File: config.mk
export PLATFORM = sky130hd
export DESIGN_NAME = lsu_dmem_initiator
export DESIGN_NICKNAME = d
export VERILOG_FILES = /design/src/rtl/lsu_dmem_initiator.sv
export SDC_FILE = /design/constraint.sdc
export NUM_CORES = 1
export LEC_CHECK = 0
export CORE_AREA = 2 2 95 143
export CTS_CLUSTER_DIAMETER = 200
export CTS_CLUSTER_SIZE = 10
export DETAILED_ROUTE_END_ITERATION = 6
export DIE_AREA = 0 0 97 145
export GPL_ROUTABILITY_DRIVEN = 0
export MAX_ROUTING_LAYER = met4
export PLACE_DENSITY = 0.77
export SYNTH_ARGS = -nofsm -noshare
export SYNTH_HDL_FRONTEND = slang
export SYNTH_SLANG_ARGS = --single-unit
File: constraint.sdc
create_clock -name clk -period 2.48 [get_ports clk]
set_input_delay 0.744 -clock clk [delete_from_list [all_inputs] [get_ports clk]]
set_output_delay 0.744 -clock clk [all_outputs]
set_load 0.1 [all_outputs]
File: src/rtl/lsu_dmem_initiator.sv
// ============================================================================
// lsu_dmem_initiator : load/store initiator for the data-memory port.
// Optional build macro: LSU_TIMEOUT_EN (bounded WAIT with timeout error).
// Revision: 1.0
// ============================================================================
`default_nettype none

module lsu_dmem_initiator #(
  parameter int ADDR_WIDTH     = 32,
  parameter int DATA_WIDTH     = 32,
  parameter int TIMEOUT_CYCLES = 16
) (
  input  logic                  clk,
  input  logic                  rst_n,
  input  logic                  op_valid,
  output logic                  op_ready,
  input  logic                  op_we,
  input  logic [1:0]            op_size,
  input  logic                  op_unsigned,
  input  logic [ADDR_WIDTH-1:0] op_addr,
  input  logic [DATA_WIDTH-1:0] op_wdata,
  input  logic [4:0]            op_rd,
  output logic [ADDR_WIDTH-1:0] dmem_addr,
  output logic [DATA_WIDTH-1:0] dmem_write_data,
  output logic                  dmem_read,
  output logic                  dmem_write,
  output logic [3:0]            dmem_byte_enable,
  input  logic [DATA_WIDTH-1:0] dmem_read_data,
  input  logic                  dmem_ready,
  output logic                  res_valid,
  output logic [DATA_WIDTH-1:0] res_data,
  output logic [4:0]            res_rd,
  output logic                  res_misaligned,
  output logic                  res_err
);

  localparam logic [1:0] S_IDLE  = 2'd0;
  localparam logic [1:0] S_REQ   = 2'd1;
  localparam logic [1:0] S_WAIT  = 2'd2;
  localparam logic [1:0] S_FAULT = 2'd3;

  logic [1:0]            state_q, state_d;
  logic                  we_q, we_d;
  logic [1:0]            size_q, size_d;
  logic                  uns_q, uns_d;
  logic [1:0]            off_q, off_d;
  logic [4:0]            rd_q, rd_d;
  logic [ADDR_WIDTH-1:0] addr_q, addr_d;
  logic [DATA_WIDTH-1:0] wdata_q, wdata_d;
  logic [3:0]            be_q, be_d;
  logic                  res_valid_q, res_valid_d;
  logic                  res_mis_q, res_mis_d;
  logic [DATA_WIDTH-1:0] res_data_q, res_data_d;
  logic [4:0]            res_rd_q, res_rd_d;

  logic                  w_misaligned;
  logic [3:0]            w_be;
  logic [DATA_WIDTH-1:0] w_wdata;
  logic [DATA_WIDTH-1:0] w_shifted;
  logic [DATA_WIDTH-1:0] w_load;

`ifdef LSU_TIMEOUT_EN
  localparam int CNT_W = $clog2(TIMEOUT_CYCLES + 1);
  localparam logic [CNT_W-1:0] C_TO_LAST = CNT_W'(TIMEOUT_CYCLES - 1);
  logic [CNT_W-1:0] cnt_q, cnt_d;
  logic             res_err_q, res_err_d;
`endif

  assign w_misaligned = (op_size == 2'b11) ||
                        ((op_size == 2'b01) && op_addr[0]) ||
                        ((op_size == 2'b10) && (op_addr[1:0] != 2'b00));

  always_comb begin
    case (op_size)
      2'b00:   begin w_be = 4'b0001 << op_addr[1:0]; w_wdata = {(DATA_WIDTH/8){op_wdata[7:0]}};   end
      2'b01:   begin w_be = 4'b0011 << op_addr[1:0]; w_wdata = {(DATA_WIDTH/16){op_wdata[15:0]}}; end
      default: begin w_be = 4'b1111;                 w_wdata = op_wdata;                           end
    endcase
  end

  // Bring the addressed lane down to bit 0 before sign/zero extension.
  assign w_shifted = dmem_read_data >> {off_q, 3'b000};

  always_comb begin
    case (size_q)
      2'b00:   w_load = {{(DATA_WIDTH-8){~uns_q & w_shifted[7]}},   w_shifted[7:0]};
      2'b01:   w_load = {{(DATA_WIDTH-16){~uns_q & w_shifted[15]}}, w_shifted[15:0]};
      default: w_load = w_shifted;
    endcase
  end

  always_comb begin
    state_d     = state_q;
    we_d        = we_q;
    size_d      = size_q;
    uns_d       = uns_q;
    off_d       = off_q;
    rd_d        = rd_q;
    addr_d      = addr_q;
    wdata_d     = wdata_q;
    be_d        = be_q;
    res_valid_d = 1'b0;
    res_mis_d   = 1'b0;
    res_data_d  = res_data_q;
    res_rd_d    = res_rd_q;
`ifdef LSU_TIMEOUT_EN
    cnt_d       = cnt_q;
    res_err_d   = 1'b0;
`endif
    case (state_q)
      S_IDLE: begin
        if (op_valid) begin
          we_d   = op_we;
          size_d = op_size;
          uns_d  = op_unsigned;
          off_d  = op_addr[1:0];
          rd_d   = op_rd;
          if (w_misaligned) begin
            state_d     = S_FAULT;
            res_valid_d = 1'b1;
            res_mis_d   = 1'b1;
            res_data_d  = '0;
            res_rd_d    = op_rd;
          end else begin
            state_d = S_REQ;
            addr_d  = {op_addr[ADDR_WIDTH-1:2], 2'b00};
            wdata_d = w_wdata;
            be_d    = w_be;
`ifdef LSU_TIMEOUT_EN
            cnt_d   = '0;
`endif
          end
        end
      end
      S_REQ: state_d = S_WAIT;
      S_WAIT: begin
        if (dmem_ready) begin
          state_d     = S_IDLE;
          res_valid_d = 1'b1;
          res_data_d  = we_q ? '0 : w_load;
          res_rd_d    = rd_q;
        end
`ifdef LSU_TIMEOUT_EN
        else if (cnt_q == C_TO_LAST) begin
          state_d     = S_IDLE;
          res_valid_d = 1'b1;
          res_err_d   = 1'b1;
          res_data_d  = '0;
          res_rd_d    = rd_q;
        end else begin
          cnt_d = cnt_q + 1'b1;
        end
`endif
      end
      S_FAULT: state_d = S_IDLE;
      default: state_d = S_IDLE;
    endcase
  end

  always_ff @(posedge clk or negedge rst_n) begin
    if (!rst_n) begin
      state_q     <= S_IDLE;
      we_q        <= 1'b0;
      size_q      <= 2'b00;
      uns_q       <= 1'b0;
      off_q       <= 2'b00;
      rd_q        <= '0;
      addr_q      <= '0;
      wdata_q     <= '0;
      be_q        <= '0;
      res_valid_q <= 1'b0;
      res_mis_q   <= 1'b0;
      res_data_q  <= '0;
      res_rd_q    <= '0;
    end else begin
      state_q     <= state_d;
      we_q        <= we_d;
      size_q      <= size_d;
      uns_q       <= uns_d;
      off_q       <= off_d;
      rd_q        <= rd_d;
      addr_q      <= addr_d;
      wdata_q     <= wdata_d;
      be_q        <= be_d;
      res_valid_q <= res_valid_d;
      res_mis_q   <= res_mis_d;
      res_data_q  <= res_data_d;
      res_rd_q    <= res_rd_d;
    end
  end

`ifdef LSU_TIMEOUT_EN
  always_ff @(posedge clk or negedge rst_n) begin
    if (!rst_n) begin
      cnt_q     <= '0;
      res_err_q <= 1'b0;
    end else begin
      cnt_q     <= cnt_d;
      res_err_q <= res_err_d;
    end
  end
  assign res_err = res_err_q;
`else
  assign res_err = 1'b0;
`endif

  assign op_ready         = (state_q == S_IDLE);
  assign dmem_read        = (state_q == S_REQ) && !we_q;
  assign dmem_write       = (state_q == S_REQ) &&  we_q;
  assign dmem_addr        = addr_q;
  assign dmem_write_data  = wdata_q;
  assign dmem_byte_enable = be_q;
  assign res_valid        = res_valid_q;
  assign res_misaligned   = res_mis_q;
  assign res_data         = res_data_q;
  assign res_rd           = res_rd_q;

endmodule

`default_nettype wire

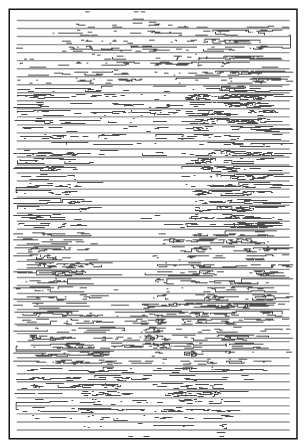
Figure 1: run 1, met1 routing.
Supply wires on this layer in gray.
- share of all routed wire: 38%
- nets with wire on the layer: 697
- main direction: horizontal
- wire length on this layer: 5810 microns
grt met1 use: 25.44%
total number of vias: 4675
Routed WL: 15220 microns

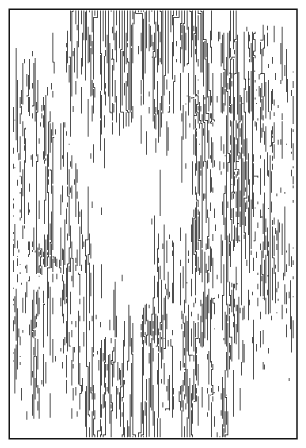
Figure 2: run 1, M2 wires.
- nets with wire on the layer: 739
- share of all routed wire: 54%
- main direction: vertical
- wire length on this layer: 8160 microns
- longest straight run: 64.3 microns
GR Util met2: 37.85%

==> flow_metrics.env, run 1 <==
# flow metrics
export IMPL_maxCapViolCount=0
export IMPL_status="complete, no violations"
export IMPL_drive_gt1_share_pct=30.94
export IMPL_numPortBuffers=216
export IMPL_num_multi_input_gates=325
export IMPL_layout_top_cell="buf_4"
export IMPL_top_area_cell="dfrtp_1"
export IMPL_met1_length_microns=5813
export IMPL_combGateArea_sq_um=2263
export IMPL_clock_latency_late_pin_ns=0.40
export IMPL_wl_met3_microns=941
export IMPL_area_delta_synth_final_pct=52.85
export IMPL_mux_area_share_pct=18.75
export IMPL_lay_top_cells="134 x buf_4, 118 x dfrtp_1, 107 x clkdlybuf4s50_1, 84 x nand2_1, 56 x o21ai_0"
export IMPL_arrival_ns=2.52
export IMPL_top_layer_used="met4"
export IMPL_wl_per_cell_microns=17.24
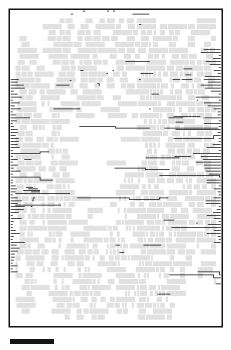
Figure 3: run 1, metal 3.
The bar under the picture is 20 microns long. Cells faint in the background.
- nets with wire on the layer: 164
- wire length on this layer: 942 microns
met3 Use GR: 5.106%

==> run 1 -> run 2 <==
PLACE_DENSITY = 0.76   (was 0.77)
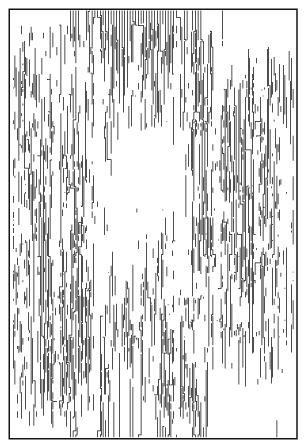
Figure 4: run 2, M2 wires.
- share of all routed wire: 53%
- longest straight run: 56.4 microns
- main direction: vertical
- nets with wire on the layer: 733
total number of vias: 4661
Routed WL: 15750 microns
GR Util met2: 40.24%

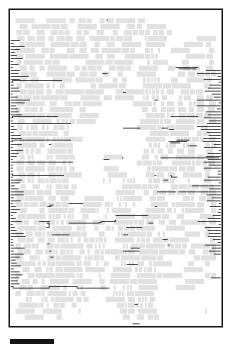
Figure 5: run 2, metal 3.
The bar under the picture is 20 microns long. Cells faint in the background.
- main direction: horizontal
- wire length on this layer: 1010 microns
- longest straight run: 28.3 microns
- nets with wire on the layer: 169
- share of all routed wire: 6.4%
met3 Use GR: 5.829%

==> run 2 against run 1 <==
Against the previous run:
- sequential cell count unchanged
- clock skew down 0.0026 ns
- critical path type unchanged
- global-route usage up 0.98 points
- area after synthesis unchanged
- worst hold slack worse by 0.073 ns
- routed wire length up 3.5%
- highest routed layer unchanged
==> flow_metrics.env, run 2 <==
# flow metrics
export IMPL_edf_count=0
export IMPL_arrival_ns=2.47
export IMPL_top_logic_kind="multiplexers"
export IMPL_grt_pass1_wl_microns=25150
export IMPL_lay_top_cells="133 x buf_4, 118 x dfrtp_1, 107 x clkdlybuf4s50_1, 84 x nand2_1, 56 x o21ai_0"
export IMPL_clock_latency_late_pin_ns=0.40
export IMPL_wl_per_cell_microns=17.82
export IMPL_drv_slew=0
export IMPL_xor_area_share_pct=0.1620
export IMPL_met1_length_microns=5962
export IMPL_final_area_sq_um=8234
export IMPL_grt_max_degree=61
export IMPL_ys_ff=118
export IMPL_mux_area_share_pct=18.75
export IMPL_slowest_delay_ns=0.49
export IMPL_ctsHoldBuffers=0
export IMPL_drt_iter0_drc=170
export IMPL_critPathRequiredTime_ns=2.76
export IMPL_clock_path_buffers=2
export IMPL_status="complete, no violations"
export IMPL_combGateArea_sq_um=2263
export IMPL_maxCapViolCount=0
export IMPL_grt_util_met1_pct=25.04
export IMPL_syn_area_per_cell_sq_um=11.19
export IMPL_top_area_cell="dfrtp_1"
export IMPL_final_cells=884
export IMPL_num_multi_input_gates=325
export IMPL_numPortBuffers=216
export IMPL_wl_met3_microns=1006
export IMPL_dieArea_sq_um=14070
export IMPL_drive_gt1_share_pct=31.03
export IMPL_top_layer_used="met4"
export IMPL_cts_sinks=118
export IMPL_cp_depth=4
==> run 2 -> run 3 <==
ABC_AREA = 1   (was not set)
CORE_AREA = 2 2 97 146   (was 2 2 95 143)
DIE_AREA = 0 0 99 148   (was 0 0 97 145)
==> run 3 against run 2 <==
Against the previous run:
- non-clock buffer count shrank 14
- fmax is 1.7% higher
- core utilization decreased by 1.1 points
- global-route usage up 0.45 points
- critical endpoint is now dmem_write
- sequential cell count unchanged
- largest cell class unchanged
- critical path type is now flop to primary output
==> flow_metrics.env, run 3 <==
# flow metrics
export IMPL_drv_slew=0
export IMPL_grt_pass1_wl_microns=26810
export IMPL_combGateArea_sq_um=2402
export IMPL_dieArea_sq_um=14650
export IMPL_wl_per_cell_microns=14.22
export IMPL_numPortBuffers=216
export IMPL_arrival_ns=1.42
export IMPL_ctsHoldBuffers=0
export IMPL_maxCapViolCount=0
export IMPL_status="complete, no violations"
export IMPL_edf_count=0
export IMPL_grt_util_met1_pct=26.39
export IMPL_grt_max_degree=119
export IMPL_xor_area_share_pct=0
export IMPL_mux_area_share_pct=0
export IMPL_clock_path_buffers=2
export IMPL_lay_top_cells="396 x nand2_1, 120 x buf_4, 118 x dfrtp_1, 107 x clkdlybuf4s50_1, 60 x o21ai_0"
export IMPL_cp_depth=4
export IMPL_syn_area_per_cell_sq_um=7.431
export IMPL_final_area_sq_um=8421
export IMPL_cts_sinks=118
export IMPL_drt_iter0_drc=308
export IMPL_final_cells=1164
export IMPL_top_layer_used="met4"
export IMPL_ys_ff=118
export IMPL_slowest_delay_ns=0.41
export IMPL_drive_gt1_share_pct=17.37
export IMPL_top_area_cell="dfrtp_1"
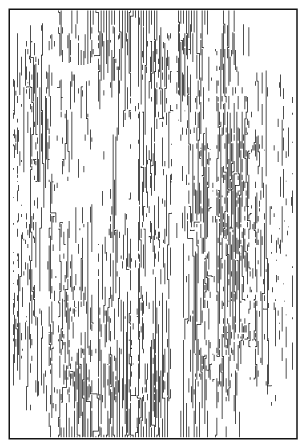
Figure 6: run 3, M2 wires.
- wire length on this layer: 8710 microns
- longest straight run: 48.6 microns
- nets with wire on the layer: 876
- share of all routed wire: 53%
- main direction: vertical
total number of vias: 5679
Routed WL: 16560 microns
GR Util met2: 40.88%

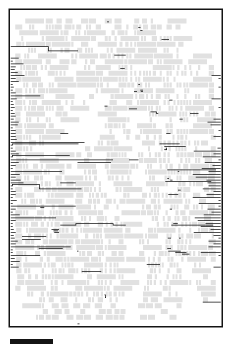
Figure 7: run 3, metal 3.
The bar under the picture is 20 microns long. Cells faint in the background.
- share of all routed wire: 6.1%
- nets with wire on the layer: 155
met3 Use GR: 4.775%

